Fig. 1: M1 wires
Cells faint in the background.
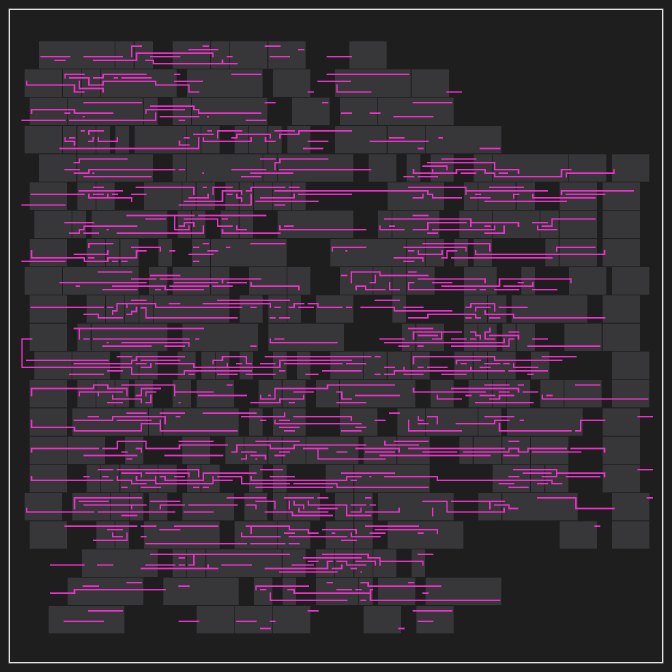
Fig. 2: signal wires on met2
Scale bar: 20 um.
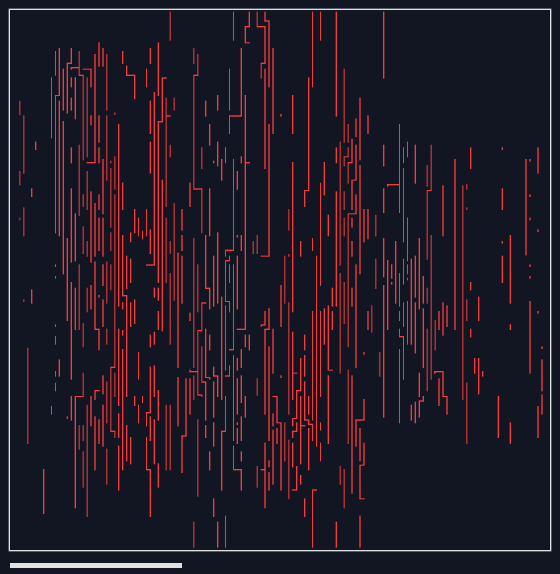
Fig. 3: signal wires on met3
Scale bar: 20 um.
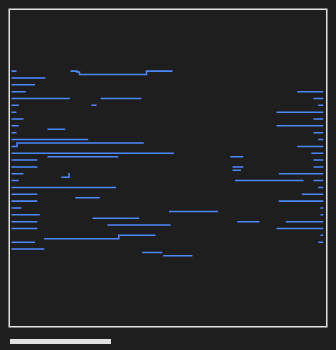
Fig. 4: routed metal per tile
Scale bar: 20 um. The die is cut into 13 by 13 equal tiles; dark purple is low, yellow is high, scaled to the fullest tile. Values are wire area over tile area, all layers added.
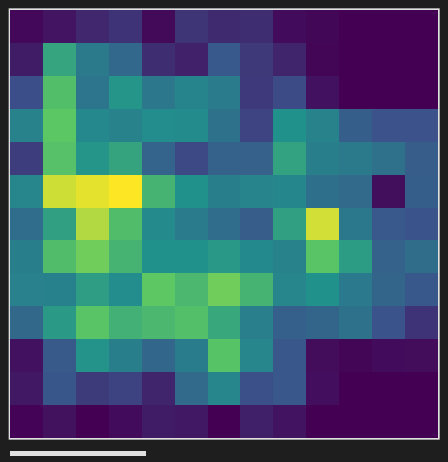
Fig. 5: clock wiring as the flow saved it
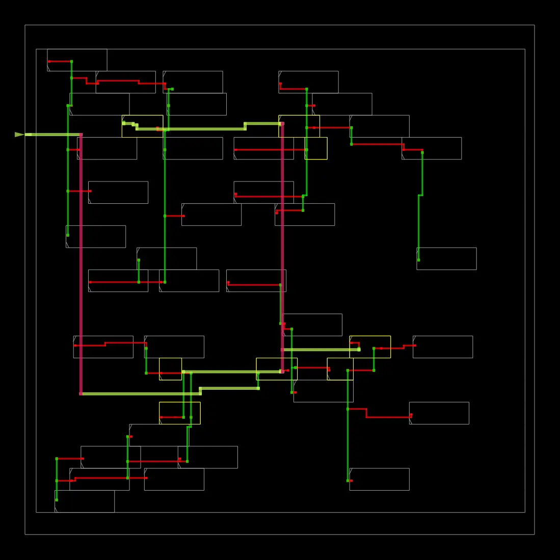
## src/rtl/instruction_fetch_controller.sv

```systemverilog
// Fetch sequencer: reads opcode plus up to two operand bytes over a req/ready handshake,
// strobes IR_load, then waits for the execute stage. It owns the program counter.
module instruction_fetch_controller #(
  parameter int                ADDR_W      = 8,
  parameter logic [ADDR_W-1:0] RESET_PC    = 8'h00,
  parameter logic [7:0]        HALT_OPCODE = 8'hFF
) (
  input  logic              clk,
  input  logic              rst_n,
  output logic              mem_req,
  output logic [ADDR_W-1:0] mem_addr,
  input  logic [7:0]        mem_rdata,
  input  logic              mem_ready,
  output logic [7:0]        opcode,
  output logic [7:0]        operando1,
  output logic [7:0]        operando2,
  output logic              IR_load,
  input  logic              exec_done,
  input  logic              pc_load,
  input  logic [ADDR_W-1:0] pc_in,
  output logic [ADDR_W-1:0] pc,
  output logic              halted
);

  localparam logic [2:0] ST_IDLE     = 3'd0;
  localparam logic [2:0] ST_FETCH_OP = 3'd1;
  localparam logic [2:0] ST_FETCH_A  = 3'd2;
  localparam logic [2:0] ST_FETCH_B  = 3'd3;
  localparam logic [2:0] ST_LOAD     = 3'd4;
  localparam logic [2:0] ST_EXEC     = 3'd5;
  localparam logic [2:0] ST_HALT     = 3'd6;

  localparam logic [ADDR_W-1:0] PC_ONE = {{(ADDR_W-1){1'b0}}, 1'b1};

  logic [2:0]        state_q, state_d;
  logic [ADDR_W-1:0] pc_q, pc_d;
  logic [7:0]        opcode_q, opcode_d;
  logic [7:0]        op1_q, op1_d;
  logic [7:0]        op2_q, op2_d;

  always_comb begin
    state_d  = state_q;
    pc_d     = pc_q;
    opcode_d = opcode_q;
    op1_d    = op1_q;
    op2_d    = op2_q;
    case (state_q)
      ST_IDLE: state_d = ST_FETCH_OP;
      ST_FETCH_OP: begin
        if (mem_ready) begin
          opcode_d = mem_rdata;
          op1_d    = 8'h00;
          op2_d    = 8'h00;
          pc_d     = pc_q + PC_ONE;
          // Operand count is taken from the byte being captured, not the old opcode.
          state_d  = (mem_rdata[7:6] == 2'b00) ? ST_LOAD : ST_FETCH_A;
        end
      end
      ST_FETCH_A: begin
        if (mem_ready) begin
          op1_d   = mem_rdata;
          pc_d    = pc_q + PC_ONE;
          state_d = (opcode_q[7:6] == 2'b01) ? ST_LOAD : ST_FETCH_B;
        end
      end
      ST_FETCH_B: begin
        if (mem_ready) begin
          op2_d   = mem_rdata;
          pc_d    = pc_q + PC_ONE;
          state_d = ST_LOAD;
        end
      end
      ST_LOAD: state_d = (opcode_q == HALT_OPCODE) ? ST_HALT : ST_EXEC;
      ST_EXEC: begin
        if (exec_done) begin
          state_d = ST_FETCH_OP;
          if (pc_load) begin
            pc_d = pc_in;
          end
        end
      end
      ST_HALT: state_d = ST_HALT;
      default: state_d = ST_IDLE;
    endcase
  end

  always_ff @(posedge clk) begin
    if (!rst_n) begin
      state_q  <= ST_IDLE;
      pc_q     <= RESET_PC;
      opcode_q <= 8'h00;
      op1_q    <= 8'h00;
      op2_q    <= 8'h00;
    end else begin
      state_q  <= state_d;
      pc_q     <= pc_d;
      opcode_q <= opcode_d;
      op1_q    <= op1_d;
      op2_q    <= op2_d;
    end
  end

  // All handshake/status outputs decode registered state, so they cannot glitch.
  assign mem_req   = (state_q == ST_FETCH_OP) || (state_q == ST_FETCH_A) ||
                     (state_q == ST_FETCH_B);
  assign mem_addr  = pc_q;
  assign pc        = pc_q;
  assign opcode    = opcode_q;
  assign operando1 = op1_q;
  assign operando2 = op2_q;
  assign IR_load   = (state_q == ST_LOAD);
  assign halted    = (state_q == ST_HALT);

endmodule

```

## config.mk

```make
export PLATFORM = sky130hd
export DESIGN_NAME = instruction_fetch_controller
export DESIGN_NICKNAME = d
export VERILOG_FILES = /design/src/rtl/instruction_fetch_controller.sv
export SDC_FILE = /design/constraint.sdc
export NUM_CORES = 1
export LEC_CHECK = 0
export ABC_CLOCK_PERIOD_IN_PS = 2700
export CAP_MARGIN = 20
export CORE_UTILIZATION = 47
export CTS_CLUSTER_DIAMETER = 50
export DETAILED_ROUTE_END_ITERATION = 12
export PLACE_DENSITY = 0.9
export SYNTH_ARGS = -nofsm -noshare
export SYNTH_HDL_FRONTEND = slang
export SYNTH_SLANG_ARGS = --single-unit
```

## constraint.sdc

```tcl
create_clock -name clk -period 2.7 [get_ports clk]
set_input_delay 0.54 -clock clk [delete_from_list [all_inputs] [get_ports clk]]
set_output_delay 0.54 -clock clk [all_outputs]
set_load 0.02 [all_outputs]
```

==> results.json <==
{
  "crit_path_top_delay_cell": "sky130_fd_sc_hd__clkdlybuf4s50_1",
  "initial_utilization": 0.505,
  "grt_overflow_total": 0,
  "total_leakage_power_nw": 0.818,
  "routed_via_density": 5.68,
  "yosys_cells": 220,
  "report.final.slew_viol_count": 0,
  "internal_power_mw": 1.05,
  "grt_first_pass_wirelength_um": 7430,
  "critPathMaxStageDelay_ns": 0.62,
  "drtAntennaViolNets": 0,
  "worstHoldPathType": "reg -> reg",
  "sequentialPowerShare": 0.395,
  "tool_warnings": 26,
  "portBuffers": 63,
  "proportion_of_synthesized_flip_flops_having_asynchronous_set_or_reset": 0,
  "worst_hold_path.endpoint": "operando2[5]",
  "ys_dominant_reg_cell": "sky130_fd_sc_hd__dfxtp_1",
  "vias_in_the_first_global_route": 1575,
  "final_cycle_share": 0.915,
  "crit_path_max_fanout": 12,
  "placed_cells": 311,
  "synth.avg_cell_area_um2": 7.90,
  "run_status": "complete, no violations",
  "cts-buffers-inserted": 5,
  "crit-reg2reg-launch": "state_q[0]",
  "worst_endpoint_data_arrival_time_ns": 1.93,
  "pre_cts_ws_ns": 0.448,
  "final-setup-viol-count": 0,
  "ir_drop_v": 0.000495,
  "post_cts_hold_buffer_count": 0,
  "placementRows": 21,
  "synth.ff_latch_count": 35,
  "layout.cells.most_common": "sky130_fd_sc_hd__clkdlybuf4s50_1",
  "netSwitchingFraction": 0.392,
  "detailroute.via_count": 1811,
  "area.growth.synth_to_final_pct": 38.4,
  "die_w_um": 62.8,
  "whs_path_depth": 2,
  "enable_flop_cells": 0,
  "ff2ff_setup_slack_ns": 0.85,
  "timing.critical_path.to_type": "output pin",
  "hold_start": "operando2[5]",
  "yosys_synthesis_warning_count": 0,
  "number_of_fill_cells_in_the_layout": 279,
  "flop_area_um2": 701,
  "total_negative_setup_slacks_ns": 0,
  "critPathRequiredTime_ns": 2.16,
  "hold_slack_ns": 0.462,
  "power_density_nw_per_um2": 720,
  "mostFrequentLayoutCells": "sky130_fd_sc_hd__clkdlybuf4s50_1 (63), sky130_fd_sc_hd__nand2_1 (47), sky130_fd_sc_hd__dfxtp_1 (35), sky130_fd_sc_hd__a21oi_1 (31), sky130_fd_sc_hd__nand3_1 (21)",
  "fin_skew_ns": 0.00692,
  "yosysSeqAreaShare": 0.403,
  "start_kind": "register",
  "clk_transition_reported_paths_ns": 0.07,
  "syn_nets": 242,
  "num-nets-final": 294,
  "power.total_mw": 1.73,
  "rr_worst_depth": 4,
  "ctsRootBufferMaster": "sky130_fd_sc_hd__clkbuf_8",
  "period_needed_ns": 2.47,
  "drt-initial-drc-count": 70,
  "cts_tree": "done",
  "detailed_place_hpwl_um": 3080,
  "post_cts_resize_count": 0,
  "coreArea_um2": 3440,
  "layout-drive-gt1-share": 0.0733,
  "cap_viol_max_count": 0,
  "h_tree_depth": 2,
  "maximum_clock_frequency_mhz": 405,
  "avgRoutedWirePerCell_um": 14.0,
  "synth-area-yosys_um2": 1740,
  "gp_congestion": 0.884,
  "postCtsSetupBuffers": 0,
  "timing_worst_setup_path_type": "reg -> out",
  "antenna_found_initial": 0
}
Back to the opening pictures, Fig. 1:
- main direction: horizontal
- nets with wire on the layer: 241
- share of all routed wire: 44%
- longest straight run: 14.7 um
- wire length on this layer: 1,960 um

Back to the opening pictures, Fig. 2:
- share of all routed wire: 46%
- wire length on this layer: 2,040 um
- longest straight run: 27.2 um
- main direction: vertical

Back to the opening pictures, Fig. 3:
- wire length on this layer: 393 um
- longest straight run: 32.0 um
- share of all routed wire: 8.8%

Back to the opening pictures, Fig. 4:
- densest ninth of the die: middle left
- fullest tile: 0.57
- nearly empty tiles: 13%
- tiles over half the peak: 24%
- mean over tiles: 0.19

Back to the opening pictures, Fig. 5:
worst skew pair latency: 0.29 ns
clk_buf instances: 5

registers in the layout, summed over array words and instances (netlist names):
name       count
mem_addr       8
opcode         8
operando1      8
operando2      8
state_q        3
synth_stat cells, types with 3 or more instances:
cell type	number	area share
sky130_fd_sc_hd__a21oi_1	31	0.089
sky130_fd_sc_hd__buf_2	4	0.012
sky130_fd_sc_hd__clkbuf_1	5	0.011
sky130_fd_sc_hd__nand2b_1	3	0.011
sky130_fd_sc_hd__o21ai_0	8	0.023
sky130_fd_sc_hd__nand3_1	21	0.060
sky130_fd_sc_hd__o22ai_1	3	0.011
sky130_fd_sc_hd__dfxtp_1	35	0.40
sky130_fd_sc_hd__nor4_1	3	0.011
sky130_fd_sc_hd__inv_1	4	0.0086
sky130_fd_sc_hd__nand4_1	4	0.014
sky130_fd_sc_hd__nand2_1	47	0.10
sky130_fd_sc_hd__buf_4	9	0.039
sky130_fd_sc_hd__nor2_1	7	0.015
power by group through the flow:
stage,Clock [mW],Combinational (mW),Sequential (mW)
floorplan,0,0.436,0.709
global placement,0,0.646,0.691
detailed placement,0,0.656,0.691
CTS,0.399,0.658,0.680
global route,0.422,0.718,0.696
finish,0.389,0.660,0.683
critical path: cells and delay by family, from the launching register on:
family        cells  cell delay (ns)
flops             1             0.58
buf+inv           2             0.84
simple gates      1             0.22
per-stage QoR:
step | util | area (um2)
after floorplan | - | 1740
after global placement | 0.672 | 2310
after detailed placement | 0.672 | 2310
after CTS | 0.699 | 2400
after global routing | 0.699 | 2400
final | 0.699 | 2400
per-layer routing:
metal  track usage  vias to the layer above  wire, um
li1              -                      874         -
met1         0.293                      847      1960
met2         0.383                       83      2040
met3        0.0876                        7       392
met4        0.0988                        0        85
met5             0                        -         0
cell families after synthesis:
family / Yosys count / synth area share
simple gates: 101 / 0.289
compound gates: 58 / 0.212
buf+inv: 24 / 0.0828
flops: 35 / 0.403
mux: 1 / 0.00576
fa+ha+maj: 1 / 0.00720
area by class of cell:
type	instances	area share
clock inverter	3	0.00989
sequential	35	0.291
multi-input combinational	161	0.371
inverter	4	0.00624
timing repair buffer	65	0.268
tap	46	0.0239
clock buffer	5	0.0286
worst max path at each step:
stage	startpoint	cells past startpoint	to	slack [ns]
6_report	state_q[2]	3	IR_load	0.23
4_1_cts	state_q[2]	3	IR_load	0.22
3_5_place_dp	mem_ready	5	mem_addr[6]	0.45
2_1_floorplan	state_q[1]	3	halted	0.97
5_1_grt	state_q[2]	3	IR_load	0.13
3_3_place_gp	mem_ready	5	operando1[2]	0.53
Power is estimated from default activity; no workload was simulated.
